### src/rtl/mult_div_unit.sv
// Iterative signed/unsigned multiply-divide unit for the HI/LO register pair.
// One shift-add or restoring-divide step per cycle; result every WIDTH+2 cycles.
module mult_div_unit #(
  parameter int unsigned WIDTH = 32
) (
  input  logic             clk,
  input  logic             reset,
  input  logic             start,
  input  logic [1:0]       op,
  input  logic [WIDTH-1:0] a,
  input  logic [WIDTH-1:0] b,
  output logic             busy,
  output logic             done,
  output logic [WIDTH-1:0] hi,
  output logic [WIDTH-1:0] lo,
  output logic             div_zero
);

  localparam int unsigned CW = $clog2(WIDTH + 1);
  localparam int unsigned AW = 2 * WIDTH;

  typedef enum logic [1:0] {IDLE, CALC, FIN} state_t;

  state_t           state, state_nxt;
  logic [CW-1:0]    cnt;
  logic [AW-1:0]    acc;
  logic [WIDTH-1:0] opnd;
  logic             is_div, neg_main, neg_rem, dz_pend;

  logic             zero_div_c;
  logic [WIDTH-1:0] mag_a_c, mag_b_c;
  logic [WIDTH:0]   add_c, shl_c, sub_c;
  logic [AW-1:0]    mul_step_c, div_step_c, prod_c;
  logic [WIDTH-1:0] quot_c, rem_c;

  // Operand magnitudes; unsigned ops pass operands through untouched
  always_comb begin
    zero_div_c = op[1] && (b == '0);
    mag_a_c    = (!op[0] && a[WIDTH-1]) ? (~a + WIDTH'(1)) : a;
    mag_b_c    = (!op[0] && b[WIDTH-1]) ? (~b + WIDTH'(1)) : b;
  end

  // Iteration step: multiplier sits in acc low half, partial product shifts in from the top.
  // For divide, acc = {partial remainder, dividend/quotient}.
  always_comb begin
    add_c      = {1'b0, acc[AW-1:WIDTH]} + {1'b0, opnd};
    mul_step_c = acc[0] ? {add_c, acc[WIDTH-1:1]}
                        : {1'b0, acc[AW-1:WIDTH], acc[WIDTH-1:1]};
    shl_c      = {acc[AW-1:WIDTH], acc[WIDTH-1]};
    sub_c      = shl_c - {1'b0, opnd};
    div_step_c = sub_c[WIDTH] ? {shl_c[WIDTH-1:0], acc[WIDTH-2:0], 1'b0}
                              : {sub_c[WIDTH-1:0], acc[WIDTH-2:0], 1'b1};
    prod_c     = neg_main ? (~acc + AW'(1)) : acc;
    quot_c     = neg_main ? (~acc[WIDTH-1:0] + WIDTH'(1)) : acc[WIDTH-1:0];
    rem_c      = neg_rem ? (~acc[AW-1:WIDTH] + WIDTH'(1)) : acc[AW-1:WIDTH];
  end

  always_ff @(posedge clk or negedge reset) begin
    if (!reset) state <= IDLE;
    else        state <= state_nxt;
  end

  always_comb begin
    state_nxt = state;
    case (state)
      IDLE:    if (start) state_nxt = zero_div_c ? FIN : CALC;
      CALC:    if (cnt == CW'(WIDTH - 1)) state_nxt = FIN;
      FIN:     state_nxt = IDLE;
      default: state_nxt = IDLE;
    endcase
  end

  // Datapath and registered outputs
  always_ff @(posedge clk or negedge reset) begin
    if (!reset) begin
      cnt      <= '0;
      acc      <= '0;
      opnd     <= '0;
      is_div   <= 1'b0;
      neg_main <= 1'b0;
      neg_rem  <= 1'b0;
      dz_pend  <= 1'b0;
      busy     <= 1'b0;
      done     <= 1'b0;
      hi       <= '0;
      lo       <= '0;
      div_zero <= 1'b0;
    end else begin
      done <= 1'b0;
      case (state)
        IDLE: if (start) begin
          is_div   <= op[1];
          neg_main <= !op[0] && (a[WIDTH-1] ^ b[WIDTH-1]);
          neg_rem  <= !op[0] && a[WIDTH-1];
          dz_pend  <= zero_div_c;
          cnt      <= '0;
          div_zero <= 1'b0;
          busy     <= 1'b1;
          acc      <= {{WIDTH{1'b0}}, (op[1] ? mag_a_c : mag_b_c)};
          opnd     <= op[1] ? mag_b_c : mag_a_c;
        end
        CALC: begin
          cnt <= cnt + CW'(1);
          acc <= is_div ? div_step_c : mul_step_c;
        end
        FIN: begin
          done <= 1'b1;
          busy <= 1'b0;
          if (dz_pend) begin
            div_zero <= 1'b1;
          end else if (is_div) begin
            hi <= rem_c;
            lo <= quot_c;
          end else begin
            hi <= prod_c[AW-1:WIDTH];
            lo <= prod_c[WIDTH-1:0];
          end
        end
        default: ;
      endcase
    end
  end

endmodule

### config.mk
export PLATFORM = sky130hd
export DESIGN_NAME = mult_div_unit
export DESIGN_NICKNAME = d
export VERILOG_FILES = /design/src/rtl/mult_div_unit.sv
export SDC_FILE = /design/constraint.sdc
export NUM_CORES = 1
export LEC_CHECK = 0
export CAP_MARGIN = 0
export CORE_ASPECT_RATIO = 0.8
export CORE_UTILIZATION = 50
export DETAILED_ROUTE_END_ITERATION = 10
export GPL_TIMING_DRIVEN = 0
export PLACE_DENSITY = 0.84
export SLEW_MARGIN = 10
export SYNTH_ARGS = -nofsm -noshare
export SYNTH_HDL_FRONTEND = slang
export SYNTH_SLANG_ARGS = --single-unit
export TNS_END_PERCENT = 20
### constraint.sdc
create_clock -name clk -period 2.9 [get_ports clk]
set_input_delay 0.725 -clock clk [delete_from_list [all_inputs] [get_ports clk]]
set_output_delay 0.725 -clock clk [all_outputs]
set_load 0.01 [all_outputs]
==> images/met4.png <==
The bar under the picture is 50 um long. Supply wires on this layer in gray. Cells faint in the background.
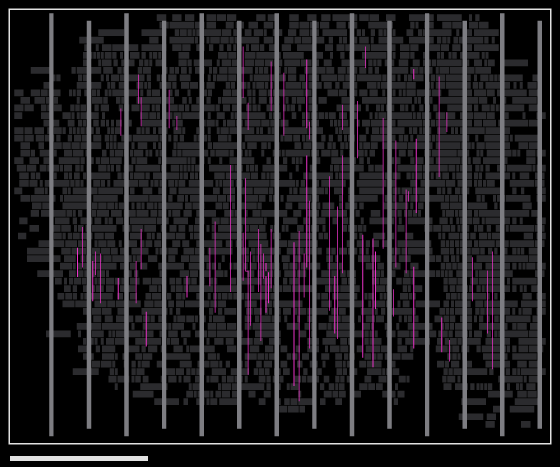
- nets with wire on the layer: 54
- share of all routed wire: 2.6%
- longest straight run: 61.2 um
routed wire length: 56830 um
via count: 16300

==> images/final_congestion.png <==
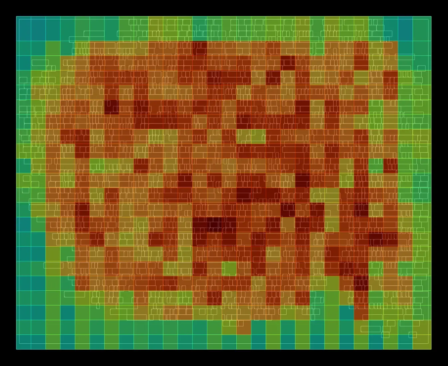
share of the core filled with cells in the final layout: 63.50%
met3 Usage GRT: 11.31%
layer carrying the most global-route usage: met2
Total GRT Usage: 37.09%

==> images/cell_classes.png <==
The bar under the picture is 50 um long. Fill, decap, tap and diode cells in gray.
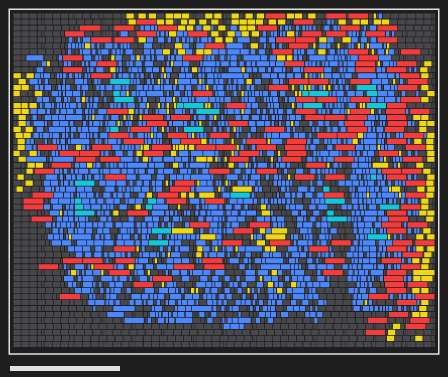
- all other logic: blue (cells 1609)
- clock drivers and dummy loads: cyan (cells 32)
- other buffers and delay cells: yellow (cells 289)
- flip-flops: red (cells 175)
Rows: 56
final instance area: 0.01860 mm2
Core ar.: 0.02929 mm2
flip-flop and latch share of the layout cell area: 23.71%

==> images/density.png <==
20 x 16 tiles, from white (low) to dark blue (high), 0 to 100% covered.
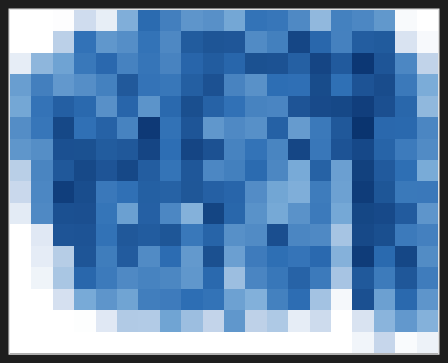
- mean over tiles: 59%
- emptiest ninth of the die: lower left
- nearly empty tiles: 10%
- fullest tile: 99%
- tiles over 75% full: 34%
effective utilization at floorplan: 50.89%

==> images/met1.png <==
Supply wires on this layer in gray.
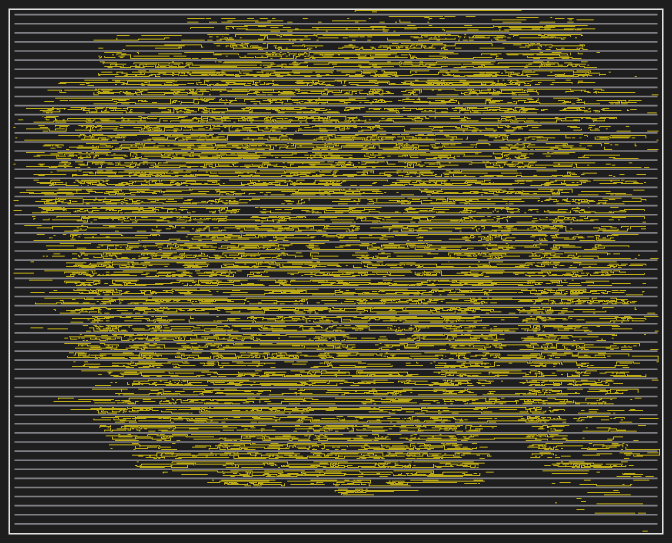
- main direction: horizontal
- share of all routed wire: 42%
- wire length on this layer: 23.6 mm
- nets with wire on the layer: 2085
- longest straight run: 67.2 um
met1 Track Usage GR: 51.64%

==> impl_metrics.tcl <==
# metrics dict for downstream scripts
set metrics [dict create \
    max_slew_margin_pct 32.01 \
    yosysMostFrequentCell "nand2_1" \
    flow.area_growth_from_synthesis_pct 24.78 \
    grt_start_max_net_pins 90 \
    power.share.combinational_pct 70.1 \
    largest_register_ffs 64 \
    worstSkewPairLatency_ns 0.46 \
    rsz_0062_raised_after_global_routing "true" \
    clkPwrFrac_pct 9.7 \
    antenna_left 0 \
    postLayoutSetupSlackWorst_ns -0.5326 \
    synth.area.top_cells "dfrtp_1 29%, o21ai_0 6.5%, nand2_1 6.3%" \
    die-height_um 156.4 \
    failed_checks "setup timing" \
    cp.buffers_inverters 2 \
    antenna_violations_before_repair 0 \
    startpoint "acc[59]$_DFFE_PN0P_" \
    portBuffers 134 \
    grt_first_pass_wirelength_um 87240 \
    detailedPlace.worstSlack_ns -1.236 \
    cp_cell_sequence "ha_1 -> and2_1 -> nand4_1 -> a2111o_1 -> o211ai_1 -> or3_4 -> and2_4 -> buf_12 -> buf_12 -> mux2i_1 -> o221ai_1" \
    clock_path_buffers 2 \
    final.signal_inverter_count 69 \
    floorplan.die.width_um 195.0 \
    htree_num_levels 4 \
    dominant_power_group "combinational cells" \
    r2r-start "acc[59]$_DFFE_PN0P_" \
    final.clkbuf_count 19 \
    yosys.area.top_type_share_pct 29.38 \
    synthesis.area_mm2 0.01491 \
    finalSetupViolCount 87 \
    finalCriticalPeriod_ns 3.433 \
    run_status "complete, but fails checks" \
    pg_comb_mw 17.3 \
    synth_flops 175 \
    clk_root_buffer_cell "clkbuf_16" \
    clock.fmax_mhz 291.3 \
    tightest_pin_transition_ns 1.020 \
    post_route_cells_drive_above_1_share_pct 12.49 \
]
[cell families after synthesis]
family                     after synthesis  share of synthesized area [%]
AOI/OAI and AO/OA                      612                          25.42
xor gates and xnor gates               167                          9.813
adders and majority gates               71                          6.061
buffers and inverters                  183                          4.718
DFF                                    175                          29.38
muxes                                   85                          5.750
and+or+nand+nor                        605                          18.86
[cells in the final DEF (no fill, tap or decap), types with 31 or more instances in the layout]
cell type	n
a21o_1	40
a21oi_1	146
buf_4	37
clkbuf_1	88
clkdlybuf4s50_1	124
dfrtp_1	151
ha_1	55
inv_1	62
mux2i_1	76
nand2_1	246
nor2_1	145
nor3_1	31
o21ai_0	170
o21ai_1	37
xnor2_1	80
xor2_1	79
[routing by layer]
metal | vias to the layer above | share of wire [%]
met2 | 1135 | 42
met3 | 139 | 14
met5 | - | 0
li1 | 7238 | -
met1 | 7789 | 42
met4 | 0 | 2.6
[worst paths after layout]
path / endpoint / slack [ns]
setup / recovery: acc[39]$_DFFE_PN0P_ / -0.53
hold / removal: hi[8]$_DFFE_PN0P_ / 0.27
setup reg to reg: acc[39]$_DFFE_PN0P_ / -0.53
hold reg to reg: hi[1]$_DFFE_PN0P_ / 0.48
max in group asynchronous: opnd[27]$_DFFE_PN0P_ / 1.73
min in group clk: hi[1]$_DFFE_PN0P_ / 0.48
[repair_timing]
item / 4_1_cts / 5_1_grt
resized: 138 / 71
hold buffers: 0 / 0
setup endpoints to repair: 124 / 118
gates cloned: 2 / 1
pin swaps: 30 / 21
buffers inserted: 39 / 2
[metrics by stage]
stage | instances | TNS, ns | instance area, um2
CTS | 2481 | -16.62 | 18350
global route | 2482 | -31.81 | 18600
global placement | 2409 | -1140.87 | 16870
finish | 2482 | -23.20 | 18600
detailed placement | 2410 | -84.66 | 16900
floorplan | 1898 | -0.3613 | 15060
